## src/rtl/rr_arbiter8_pkg.sv

```systemverilog
// rtl/rr_arbiter8_pkg.sv - shared constants and state encoding for the round-robin arbiter
package rr_arbiter8_pkg;

  localparam int DEF_N       = 8;
  localparam int DEF_MAXHOLD = 15;

  typedef enum logic {
    IDLE = 1'b0,
    HOLD = 1'b1
  } arb_state_e;

  // Width of an index into an n-wide vector; never zero so ports stay legal.
  function automatic int idx_width(input int n);
    return (n > 1) ? $clog2(n) : 1;
  endfunction

endpackage

```

## src/rtl/rr_arbiter8_if.sv

```systemverilog
// rtl/rr_arbiter8_if.sv - request/grant bundle between requesters and the arbiter
interface rr_arbiter8_if #(
  parameter int N = rr_arbiter8_pkg::DEF_N
);
  logic [N-1:0] req;
  logic         done;
  logic [N-1:0] grant;
  logic         busy;
  logic         timeout;

  modport master (
    output req,
    output done,
    input  grant,
    input  busy,
    input  timeout
  );

  modport slave (
    input  req,
    input  done,
    output grant,
    output busy,
    output timeout
  );
endinterface

```

## src/rtl/rr_pick.sv

```systemverilog
// rtl/rr_pick.sv - rotate-and-find-first: first set req bit at or above ptr, wrapping
module rr_pick
  import rr_arbiter8_pkg::*;
#(
  parameter int N  = DEF_N,
  parameter int PW = idx_width(N)
) (
  input  logic [N-1:0]  req,
  input  logic [PW-1:0] ptr,
  output logic [N-1:0]  pick,
  output logic [PW-1:0] idx,
  output logic          valid
);

  logic [PW:0]   sum;
  logic [PW-1:0] pos;

  always_comb begin
    pick  = '0;
    idx   = '0;
    valid = 1'b0;
    sum   = '0;
    pos   = '0;
    for (int k = 0; k < N; k++) begin
      sum = {1'b0, ptr} + (PW+1)'(k);
      if (sum >= (PW+1)'(N)) sum = sum - (PW+1)'(N);
      pos = sum[PW-1:0];
      if (!valid && req[pos]) begin
        valid     = 1'b1;
        pick[pos] = 1'b1;
        idx       = pos;
      end
    end
  end

endmodule

```

## src/rtl/rr_arbiter8.sv

```systemverilog
// rtl/rr_arbiter8.sv - round-robin arbiter with registered one-hot grant and hold timeout
module rr_arbiter8
  import rr_arbiter8_pkg::*;
#(
  parameter int N       = DEF_N,
  parameter int MAXHOLD = DEF_MAXHOLD
) (
  input logic          clk,
  input logic          rst_n,
  rr_arbiter8_if.slave bus
);

  localparam int PW = idx_width(N);
  localparam int CW = $clog2(MAXHOLD + 1);

  arb_state_e    state_q, state_d;
  logic [N-1:0]  grant_q, grant_d;
  logic [PW-1:0] ptr_q, ptr_d;
  logic [PW-1:0] owner_q, owner_d;
  logic [CW-1:0] cnt_q, cnt_d;
  logic          timeout_q, timeout_d;

  logic [N-1:0]  pick;
  logic [PW-1:0] pick_idx;
  logic          pick_valid;
  logic          at_limit;
  logic          owner_req;

  rr_pick #(.N(N), .PW(PW)) u_pick (
    .req   (bus.req),
    .ptr   (ptr_q),
    .pick  (pick),
    .idx   (pick_idx),
    .valid (pick_valid)
  );

  assign at_limit  = (cnt_q == CW'(MAXHOLD));
  assign owner_req = bus.req[owner_q];

  always_ff @(posedge clk or negedge rst_n) begin
    if (!rst_n) begin
      state_q   <= IDLE;
      grant_q   <= '0;
      ptr_q     <= '0;
      owner_q   <= '0;
      cnt_q     <= '0;
      timeout_q <= 1'b0;
    end else begin
      state_q   <= state_d;
      grant_q   <= grant_d;
      ptr_q     <= ptr_d;
      owner_q   <= owner_d;
      cnt_q     <= cnt_d;
      timeout_q <= timeout_d;
    end
  end

  always_comb begin
    state_d   = state_q;
    grant_d   = grant_q;
    ptr_d     = ptr_q;
    owner_d   = owner_q;
    cnt_d     = cnt_q;
    timeout_d = 1'b0;
    case (state_q)
      IDLE: begin
        if (pick_valid) begin
          state_d = HOLD;
          grant_d = pick;
          owner_d = pick_idx;
          cnt_d   = CW'(1);
        end
      end
      HOLD: begin
        if (bus.done || !owner_req || at_limit) begin
          state_d   = IDLE;
          grant_d   = '0;
          cnt_d     = '0;
          ptr_d     = (owner_q == PW'(N - 1)) ? '0 : owner_q + PW'(1);
          // Only a pure counter expiry counts as a forced release.
          timeout_d = at_limit && !bus.done && owner_req;
        end else begin
          cnt_d = cnt_q + CW'(1);
        end
      end
      default: begin
        state_d = IDLE;
        grant_d = '0;
      end
    endcase
  end

  assign bus.grant   = grant_q;
  assign bus.busy    = (state_q == HOLD);
  assign bus.timeout = timeout_q;

endmodule

```

## src/flat_wrapper.sv

```systemverilog
// flat-port wrapper written by rule: the top's interface ports become plain ports
module rr_arbiter8_flat import rr_arbiter8_pkg::*;
#(
  parameter int N       = DEF_N,
  parameter int MAXHOLD = DEF_MAXHOLD
)
  (clk, rst_n, bus_req, bus_done, bus_grant, bus_busy, bus_timeout);
  rr_arbiter8_if #(.N(N)) bus_i ();
  input logic clk;
  input logic rst_n;
  input wire logic [$bits(bus_i.req)-1:0] bus_req;
  input wire logic [$bits(bus_i.done)-1:0] bus_done;
  output wire logic [$bits(bus_i.grant)-1:0] bus_grant;
  output wire logic [$bits(bus_i.busy)-1:0] bus_busy;
  output wire logic [$bits(bus_i.timeout)-1:0] bus_timeout;
  assign bus_i.req = bus_req;
  assign bus_i.done = bus_done;
  assign bus_grant = bus_i.grant;
  assign bus_busy = bus_i.busy;
  assign bus_timeout = bus_i.timeout;
  rr_arbiter8 #(.N(N), .MAXHOLD(MAXHOLD)) u_core (.clk(clk), .rst_n(rst_n), .bus(bus_i));
endmodule
```

## config.mk

```make
export PLATFORM = sky130hd
export DESIGN_NAME = rr_arbiter8_flat
export DESIGN_NICKNAME = d
export VERILOG_FILES = /design/src/rtl/rr_arbiter8_pkg.sv /design/src/rtl/rr_arbiter8_if.sv /design/src/rtl/rr_pick.sv /design/src/rtl/rr_arbiter8.sv /design/src/flat_wrapper.sv
export SDC_FILE = /design/constraint.sdc
export NUM_CORES = 1
export LEC_CHECK = 0
export CORE_MARGIN = 5
export CORE_UTILIZATION = 30
export CTS_CLUSTER_DIAMETER = 120
export CTS_CLUSTER_SIZE = 24
export DETAILED_ROUTE_END_ITERATION = 8
export SYNTH_ARGS = -nofsm -noshare
export SYNTH_HDL_FRONTEND = slang
export SYNTH_SLANG_ARGS = --single-unit
export TNS_END_PERCENT = 1
```

## constraint.sdc

```tcl
create_clock -name clk -period 6.35 [get_ports clk]
set_input_delay 0.9525 -clock clk [delete_from_list [all_inputs] [get_ports clk]]
set_output_delay 0.9525 -clock clk [all_outputs]
set_load 0.02 [all_outputs]
```

### Register map, names as in the netlist

Drawn at 4 px/µm.
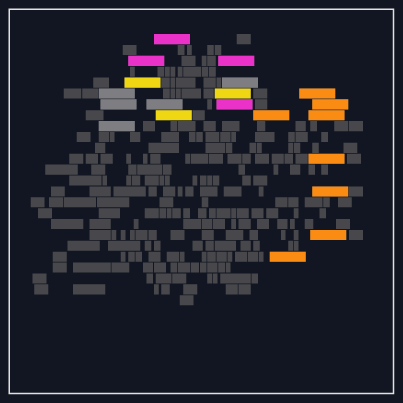
color	signal	placed flops
yellow	u_core.owner_q	3
orange	u_core.bus.grant	8
magenta	u_core.cnt_q	4
not colored	5

### Cells colored by class

Drawn at 4 px/µm.
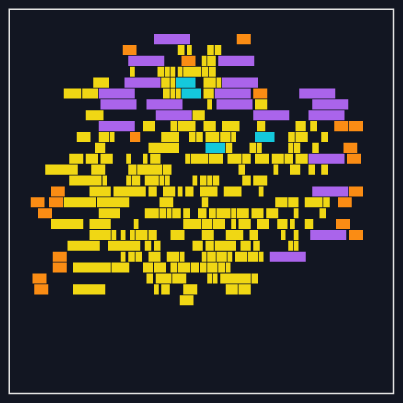
color	class	cells	share of their area
cyan	clock drivers and dummy loads	4	2.4%
purple	flip-flops	20	21%
yellow	all other logic	200	67%
orange	other buffers and delay cells	21	8.9%

==> summary.rpt <==
================================================================
Hold path endpoint                                  u_core.bus.grant[4]
Final-layout clock-cell area share                        0.0223
Share of cells above drive strength 1                      0.155
Max-area cell share                                        0.227
Area of all placed cells without fillers             0.00246 mm²
Count of clock tree sinks                                     20
Number of buffers inserted by hold repair at cts               0
CTS Buf Count                                                  3
CP Launch Type                                              flop
Capture point of the worst reg-to-reg path          u_core.bus.grant[7]
Result of the run                                   finished, final reports clean
Crit-path max cell delay                                 0.97 ns
Worst slew margin                                          0.420
Antenna cell count                                             0
Global-route wire length before repair                   9.56 mm
Biggest Area Class                                  combinational gates
Category of the most critical setup path            flop to flop
Slew at the pin with the worst max-slew slack           0.867 ns
================================================================
### Cells by drive strength

Drawn at 4 px/µm.
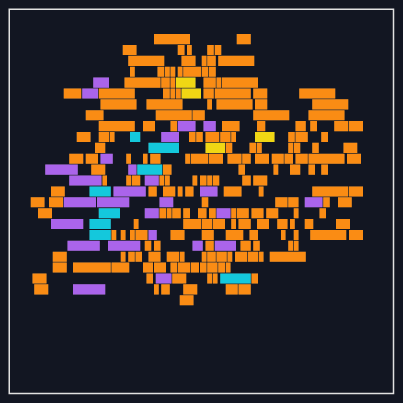
color	size	cells	share
cyan	drive 3 to 4	8	3.3%
purple	drive 2	26	11%
yellow	drive 6 and up	4	1.6%
orange	drive 1 or less	207	84%

### Signal wires on met3

Drawn at 3 px/µm. Cells faint in the background.
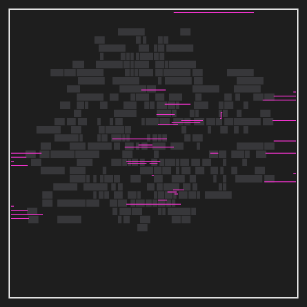
share of all routed wire	4.5%
nets with wire on the layer	32
longest straight run	26.4 µm
wire length on this layer	258 µm
main direction	horizontal
vias: 1954
total routed wirelength: 5.71 mm

## layer usage
layer,up-vias,global-route usage,part of all wire
li1,946,-,-
met1,948,0.188,0.47
met2,56,0.211,0.48
met3,4,0.0158,0.045
met4,0,0.0225,0.0077
met5,-,0,0
## worst min-delay path, stage by stage (launching register included)
cell and delay, ns:
dfrtp_1 0.34, nand3_1 0.08, o31ai_2 0.06
## stage by stage
stage	instances	hold WS, ns	util	setup slack (ns)
after CTS	344	0.517	0.341	1.48
after floorplan	234	0.476	-	2.95
after global placement	340	0.504	0.334	1.66
after detailed placement	340	0.499	0.334	1.47
after global routing	344	0.540	0.341	1.05
final	344	0.511	0.341	1.44
## synthesized netlist by cell type (3+ instances only)
cell type   n
and3_1      4
o21ai_0     7
o31ai_1     4
nand2_1    22
a22oi_1     3
o31a_1      4
inv_1       5
mux2i_1     7
a31oi_1     4
a211oi_1    4
dfrtp_1    20
nor2_1     21
buf_6       6
buf_4       3
a21oi_1    10
ha_1        9
mux2_4      4
nor3_1      6
xor2_1      3
a311oi_1    3
nand3_1    12
mux2_2      3
o21ai_1     3
mux4_2      9
## placed cells by master (no fill, tap or decap), types with 2 or more instances in the layout
cell type / Yosys / layout
nand2_1: 22 / 22
nor2_1: 21 / 21
clkbuf_8: 1 / 4
nand2b_1: 2 / 2
a21oi_1: 10 / 10
a22oi_1: 3 / 3
a311oi_1: 3 / 3
o22ai_1: 2 / 2
mux2_2: 3 / 3
nand3_1: 12 / 12
o31a_1: 4 / 4
o31ai_1: 4 / 4
and3_1: 4 / 4
a31o_1: 2 / 2
dfrtp_1: 20 / 20
a22o_2: 2 / 2
mux2i_1: 7 / 7
o21ai_0: 7 / 7
ha_1: 9 / 9
nor3_1: 6 / 6
nand4_1: 2 / 2
clkdlybuf4s50_1: 0 / 20
a31oi_1: 4 / 4
a2111oi_0: 2 / 2
a221o_1: 2 / 2
inv_1: 5 / 5
a211oi_1: 4 / 4
or2_2: 2 / 2
xnor2_1: 2 / 2
a32oi_1: 2 / 2
mux4_2: 9 / 9
a22o_1: 2 / 2
o21ai_1: 3 / 3
xor2_1: 3 / 3
mux2_4: 4 / 4
## how the worst max path moves through the flow
stage,from,endpoint,slack (ns),depth (start not counted)
5_1_grt,u_core.ptr_q[0],u_core.bus.grant[7],1.05,10
3_5_place_dp,u_core.ptr_q[0],u_core.bus.grant[7],1.47,10
3_3_place_gp,u_core.ptr_q[0],u_core.bus.grant[7],1.66,10
6_report,u_core.ptr_q[0],u_core.bus.grant[7],1.44,10
4_1_cts,u_core.ptr_q[0],u_core.bus.grant[7],1.48,10
2_1_floorplan,u_core.ptr_q[0],u_core.bus.grant[6],2.95,12
## cell families (layout without fill, tap and decap cells)
family / after synthesis / after routing / share of synthesized area
multiplexers: 24 / 24 / 0.178
buffers and inverters: 20 / 31 / 0.0670
AND/OR/NAND/NOR: 82 / 82 / 0.190
AND-OR/OR-AND: 74 / 74 / 0.266
flip-flops: 20 / 20 / 0.227
adder cells (fa/ha/maj): 9 / 9 / 0.0511
XOR/XNOR: 5 / 5 / 0.0199
